**Where the registers sit**

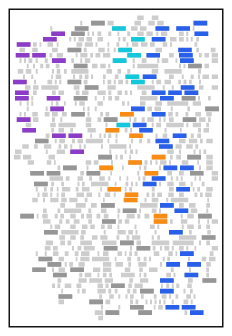
**Clock nets**

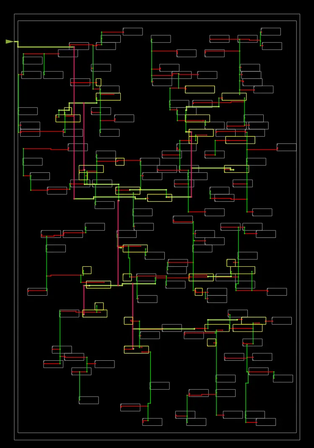
===== src/rtl/adex_spike_monitor.sv =====
// adex_spike_monitor: firing-rate and inter-spike-interval statistics for the AdEx core,
// read out as a 10-nibble valid/ready record. Define ADEX_MON_BURST_EN to build burst detection.
module adex_spike_monitor #(
    parameter int unsigned WIN_STEPS  = 1000,
    parameter int unsigned BURST_ISI  = 16,
    parameter logic [3:0]  HEADER_NIB = 4'hA
) (
    input  logic        clk,
    input  logic        reset,
    input  logic        enable,
    input  logic        step_strobe,
    input  logic        spike_in,
    input  logic        clear,
    input  logic        rd_req,
    input  logic        rd_ready,
    output logic        rd_valid,
    output logic [3:0]  rd_nibble,
    output logic        rd_last,
    output logic        busy,
    output logic        win_done,
    output logic [7:0]  rate_cnt,
    output logic [11:0] isi_last
);

    localparam logic [15:0] WIN_LAST = 16'(WIN_STEPS - 1);

    typedef enum logic [1:0] {
        R_IDLE,
        R_SNAP,
        R_SEND
    } rd_state_t;

    logic        r_spike_d;
    logic [7:0]  r_live_cnt;
    logic [15:0] r_win_cnt;
    logic [11:0] r_isi_cnt;
    logic [11:0] r_isi_min;
    logic        r_have_prev;
    logic        r_isat;
    logic        r_ovf;
    logic        r_win_done;
    logic [7:0]  r_rate_cnt;
    logic [11:0] r_isi_last;

    logic        w_rise;
    logic        w_step;
    logic        w_win_close;
    logic [12:0] w_isi_sum;
    logic [11:0] w_isi_capt;
    logic [8:0]  w_rate_sum;
    logic [7:0]  w_rate_next;
    logic        w_burst;

    // Statistics only see qualified events; the edge detector itself runs even while disabled.
    assign w_rise      = spike_in & ~r_spike_d & enable;
    assign w_step      = step_strobe & enable;
    assign w_win_close = w_step && (r_win_cnt == WIN_LAST);

    assign w_isi_sum   = {1'b0, r_isi_cnt} + {12'd0, w_step};
    assign w_isi_capt  = w_isi_sum[12] ? 12'hFFF : w_isi_sum[11:0];
    assign w_rate_sum  = {1'b0, r_live_cnt} + {8'd0, w_rise};
    assign w_rate_next = w_rate_sum[8] ? 8'hFF : w_rate_sum[7:0];

    always_ff @(posedge clk) begin
        if (reset) begin
            r_spike_d <= 1'b0;
        end else begin
            r_spike_d <= spike_in;
        end
    end

    // NOTE: every state update is non-blocking, so all branches below read start-of-cycle values.
    always_ff @(posedge clk) begin
        if (reset || clear) begin
            r_live_cnt  <= '0;
            r_win_cnt   <= '0;
            r_isi_cnt   <= '0;
            r_isi_min   <= 12'hFFF;
            r_have_prev <= 1'b0;
            r_isat      <= 1'b0;
            r_ovf       <= 1'b0;
            r_win_done  <= 1'b0;
            r_rate_cnt  <= '0;
            r_isi_last  <= '0;
        end else begin
            r_win_done <= w_win_close;
            if (w_step) begin
                if (w_win_close) begin
                    r_win_cnt <= '0;
                end else begin
                    r_win_cnt <= r_win_cnt + 16'd1;
                end
                if (r_isi_cnt == 12'hFFF) begin
                    r_isat <= 1'b1;
                end else begin
                    r_isi_cnt <= r_isi_cnt + 12'd1;
                end
            end
            if (w_rise) begin
                if (r_live_cnt == 8'hFF) begin
                    r_ovf <= 1'b1;
                end else begin
                    r_live_cnt <= r_live_cnt + 8'd1;
                end
                if (r_have_prev) begin
                    r_isi_last <= w_isi_capt;
                    if (w_isi_capt < r_isi_min) begin
                        r_isi_min <= w_isi_capt;
                    end
                end
                r_have_prev <= 1'b1;
                r_isi_cnt   <= '0;
            end
            // A rise on the closing strobe is folded into the window being closed.
            if (w_win_close) begin
                r_live_cnt <= '0;
                r_rate_cnt <= w_rate_next;
            end
        end
    end

`ifdef ADEX_MON_BURST_EN
    logic [1:0] r_burst_run;
    logic       r_burst;

    always_ff @(posedge clk) begin
        if (reset || clear) begin
            r_burst_run <= '0;
            r_burst     <= 1'b0;
        end else if (w_rise && r_have_prev) begin
            if (32'(w_isi_capt) < BURST_ISI) begin
                if (r_burst_run != 2'd3) begin
                    r_burst_run <= r_burst_run + 2'd1;
                end
                // Run reaching 2 means three closely spaced spikes.
                if (r_burst_run != 2'd0) begin
                    r_burst <= 1'b1;
                end
            end else begin
                r_burst_run <= '0;
            end
        end
    end

    assign w_burst = r_burst;
`else
    logic w_unused_burst_isi;

    assign w_unused_burst_isi = (BURST_ISI == 0);
    assign w_burst            = 1'b0;
`endif

    rd_state_t   r_state;
    logic [39:0] r_snap;
    logic [3:0]  r_nib_idx;
    logic        r_rd_valid;
    logic        r_rd_last;
    logic        r_busy;

    logic [39:0] w_snap;
    logic        w_accept;

    assign w_snap   = {HEADER_NIB, r_rate_cnt, r_isi_last, r_isi_min,
                       w_burst, r_have_prev, r_isat, r_ovf};
    assign w_accept = r_rd_valid & rd_ready;

    // The record is shifted out MSN-first; after the tenth nibble only zeros remain.
    always_ff @(posedge clk) begin
        if (reset || clear) begin
            r_state    <= R_IDLE;
            r_snap     <= '0;
            r_nib_idx  <= '0;
            r_rd_valid <= 1'b0;
            r_rd_last  <= 1'b0;
            r_busy     <= 1'b0;
        end else begin
            case (r_state)
                R_IDLE: begin
                    if (rd_req) begin
                        r_state <= R_SNAP;
                        r_busy  <= 1'b1;
                    end
                end
                R_SNAP: begin
                    r_snap     <= w_snap;
                    r_nib_idx  <= '0;
                    r_rd_valid <= 1'b1;
                    r_state    <= R_SEND;
                end
                R_SEND: begin
                    if (w_accept) begin
                        r_snap <= {r_snap[35:0], 4'h0};
                        if (r_nib_idx == 4'd9) begin
                            r_state    <= R_IDLE;
                            r_rd_valid <= 1'b0;
                            r_rd_last  <= 1'b0;
                            r_busy     <= 1'b0;
                        end else begin
                            r_nib_idx <= r_nib_idx + 4'd1;
                            r_rd_last <= (r_nib_idx == 4'd8);
                        end
                    end
                end
                default: begin
                    r_state <= R_IDLE;
                end
            endcase
        end
    end

    assign rd_valid  = r_rd_valid;
    assign rd_nibble = r_snap[39:36];
    assign rd_last   = r_rd_last;
    assign busy      = r_busy;
    assign win_done  = r_win_done;
    assign rate_cnt  = r_rate_cnt;
    assign isi_last  = r_isi_last;

endmodule


===== config.mk =====
export PLATFORM = sky130hd
export DESIGN_NAME = adex_spike_monitor
export DESIGN_NICKNAME = d
export VERILOG_FILES = /design/src/rtl/adex_spike_monitor.sv
export SDC_FILE = /design/constraint.sdc
export NUM_CORES = 1
export LEC_CHECK = 0
export CELL_PAD_IN_SITES_DETAIL_PLACEMENT = 1
export CELL_PAD_IN_SITES_GLOBAL_PLACEMENT = 2
export CORE_ASPECT_RATIO = 1.5
export CORE_UTILIZATION = 35
export CTS_CLUSTER_DIAMETER = 40
export DETAILED_ROUTE_END_ITERATION = 10
export GPL_TIMING_DRIVEN = 0
export HOLD_SLACK_MARGIN = 0.15
export PLACE_DENSITY_LB_ADDON = 0.25
export RECOVER_POWER = 25
export SLEW_MARGIN = 20
export SYNTH_ARGS = -nofsm -noshare
export SYNTH_HDL_FRONTEND = slang
export SYNTH_SLANG_ARGS = --single-unit

===== constraint.sdc =====
create_clock -name clk -period 3.99 [get_ports clk]
set_clock_uncertainty 0.2 [all_clocks]
set_input_delay 0.399 -clock clk [delete_from_list [all_inputs] [get_ports clk]]
set_output_delay 0.399 -clock clk [all_outputs]
set_load 0.005 [all_outputs]

==> metrics.yaml <==
status:
  status: "complete, no violations"
die:
  die_w_um: 107.6
  core-area_mm2: 0.01626
  pin_count: 36
  initCoreUtil_pct: 35.97
  die_h_um: 160.3
  dieArea_mm2: 0.01724
  row_count: 57
setup_path:
  cp_max_fo: 10
  reg2reg_depth: 13
  end_kind: "flop"
  startpoint: "step_strobe"
  start_kind: "primary input"
  worstReg2RegEnd: "r_isi_min[0]"
  crit_type: "primary input to flop"
  crit_chain: "clkdlybuf4s50_1 > nand2_4 > inv_4 > ha_1 > ha_2 > and3_2 > and2_2 > xnor2_2 > nand2_1 > ha_1 > nand4_1 > or3_1 > a31o_1 > buf_6 > a211oi_1 > a41oi_1"
  r2r_slack_ns: 0.49
  worstPathRequired_ns: 4.05
  crit_arrival_ns: 3.83
  cp_common_cell: "ha_1"
  rr_startpoint: "r_isi_cnt[0]"
  cp_slowest_stage_delay_ns: 0.47
  critPathSlowestCell: "clkdlybuf4s50_1"
yosys:
  synth-seq-cells: 121
  async_flop_share_pct: 0
  ys_sh_adder_pct: 4.492
  ys_area_mm2: 0.005849
  synth_cell_types: 56
  synth.cellmix.simpleShare_pct: 23.08
  synth-edff-count: 0
  ys_cells: 687
  synthXorXnorAreaFrac_pct: 5.840
  compound_area_share_pct: 15.06
  synth_nets: 716
  ys.flop_type: "dfxtp_1"
  yosysWarnings: 0
  top_logic_kind: "simple AND/OR/NAND/NOR gates"
  netlist_instances: 687
  syn-mean-instance-area_um2: 8.514
  ys_seq_share_pct: 41.41
  ys_sh_mux_pct: 4.299
  netlist_area_mm2: 0.005849
place:
  placed_cells: 928
  gp_congestion: 0.8169
  dpl_worst_slack_ns: -0.7566
  dpl.hpwl_mm: 12.86
  port-buffer-count: 35
worst_hold_path:
  hold_path_class: "flop to flop"
  worstHoldEndpoint: "r_snap[0]"
  hold_depth: 2
  hold_start: "r_ovf"
sta:
  fin_setup_tns_ns: 0
  postLayoutSetupSlackWorst_ns: 0.2198
  fin_crit_sh_pct: 94.49
  fmax_mhz: 265.2
  setup_viol: 0
  max_slew_margin_pct: 41.16
  drv_slew: 0
  final-hold-violation-count: 0
  finalCriticalPeriod_ns: 3.770
  tightest_slew_ns: 0.8794
global_routing:
  track_usage_pct: 20.98
  grt_pass1_vias: 5366
  grt_max_degree: 17
  grt_first_pass_wirelength_mm: 27.85
  overflow: 0
  grt_antenna_before_repair: 0
routing:
  viasPerCell: 5.348
  drc: 0
  drt_iter0_drc: 167
  detail-route-antenna-nets: 0
  finalWirelength_mm: 17.05
  post_drt_wl_per_cell_um: 17.75
  num_vias: 5139
  drt_pass1_iterations: 4
clock_network:
  clkSlewWorstSetupHoldPaths_ns: 0.06
  ctsRootBufferMaster: "clkbuf_16"
  cts_tree: "done"
  insertion_delay_ns: 0.42
  cts_buffers: 17
  cts_hold_buffers: 0
  cts_buffer_depth: 2
  h-tree-depth: 4
pwr:
  vdd_ir_drop_max_mv: 0.3855
  p_per_area_mw_per_mm2: 409.5
  power_mw: 2.928
  p_leak_nw: 2.764
finish:
  comb_area_mm2: 0.003153
  final-instance-count-excl-fill: 961
  num-fill-cells: 1912
  synthToLayoutAreaGrowth_pct: 22.25
  num_antenna_cells: 0
  num-nets-final: 771
  lay_top_count: "dfxtp_1"
  drive_gt1_share_pct: 10.99
  utilization_pct: 43.98
  layout_top_cells: "121 x dfxtp_1, 106 x nor2_1, 58 x nand2_1"
job:
  cap_violations: 0
  warnings: 28
About 'where the registers sit':
isi_last: shown in orange, flops 12, where centre. rate_cnt: shown in cyan, flops 8, where north. r_win_cnt: shown in purple, flops 16. r_snap: shown in blue, flops 39, where a vertical strip on the right.
Another 46 sequential cells are not coloured.
sequential cell area: 0.002422 mm2
Seq power: 1.23 mW
flop share of the area: 33.88%

About 'clock nets':
Clk. pwr: 1.59 mW
clk sinks: 121

layer usage:
layer	vias up	track usage (%)	routed length, um
li1	2525	-	-
met1	2515	23.21	6894
met2	75	39.02	9302
met3	24	3.937	478
met4	0	7.472	379
met5	-	0	0
power by group:
group | switching (mW) | leakage [nW] | internal, mW
Clock | 0.601 | 0.295 | 0.992
Combinational | 0.0715 | 1.49 | 0.0352
Sequential | 0.00871 | 0.977 | 1.22
area by class of cell:
cell class	instances	share of cell area (%)
clock inverter	15	2.642
inverter	22	1.190
sequential	121	33.88
timing repair buffer	36	5.039
clock buffer	17	5.949
tap	206	3.605
multi-input combinational	497	44.09
buffer	47	3.605
kinds of logic after synthesis:
family          count (synthesis)
mux                            25
fa+ha+maj                      21
compound gates                131
buf+inv                        69
xor+xnor                       39
simple gates                  281
flops                         121
stage by stage:
stage	cell area, um2	hold slack [ns]
floorplan	5849	0.2314
CTS	7092	0.2597
global placement	6457	0.2402
detailed placement	6457	0.2510
global route	7151	0.2888
finish	7151	0.2615
sequential cells by signal, indices dropped and copies added, names as in the netlist:
name	cells
r_snap	39
r_win_cnt	16
isi_last	12
r_isi_cnt	12
r_isi_min	12
r_live_cnt	8
rate_cnt	8
r_nib_idx	4
r_state	2
busy	1
r_have_prev	1
r_isat	1
r_ovf	1
r_spike_d	1
rd_last	1
rd_valid	1
win_done	1
synth_stat cells (all sizes together) (2+ instances only):
cell type	count	area share, %
nand3	30	2.8
ha	21	4.5
nand4	12	1.3
a31oi	12	1.6
o31ai	2	0.26
and4	7	1.1
and3	6	0.64
a41oi	3	0.45
or3	6	0.64
and2	5	0.53
a311oi	2	0.30
a211oi	37	5.0
xnor2	19	2.8
o211ai	7	0.98
dfxtp	121	41
xor2	20	3.0
mux2i	24	4.1
buf	24	2.9
nand2b	2	0.21
nor2b	5	0.53
o21bai	2	0.26
inv	22	1.4
nand2	59	3.8
or2	2	0.21
nor4	7	0.86
nor3b	3	0.38
clkbuf	23	1.5
o21ai	13	1.1
a21oi	47	4.0
nor3	25	2.4
nor2	107	6.9
timing repair:
action,4_1_cts,5_1_grt
setup buffers,1,0
setup endpoints to repair,12,12
resized,4,15
pin swaps,1,0
critical path: cells and delay by family:
family | cells | cell delay, ns
xor+xnor | 1 | 0.19
fa+ha+maj | 3 | 0.70
buf+inv | 3 | 0.68
compound gates | 3 | 0.49
simple gates | 6 | 1.35
worst max-delay path by stage:
stage / end / slack (ns) / depth (start not counted)
detailed placement: r_isi_min[8] / -0.76 / 15
CTS: r_isi_min[0] / 0.006 / 16
global placement: r_isi_min[8] / -0.63 / 15
global route: r_isi_min[0] / -0.02 / 16
finish: r_isi_min[0] / 0.22 / 16
floorplan: r_isi_min[0] / 0.48 / 15
Power and IR drop assume default switching activity.
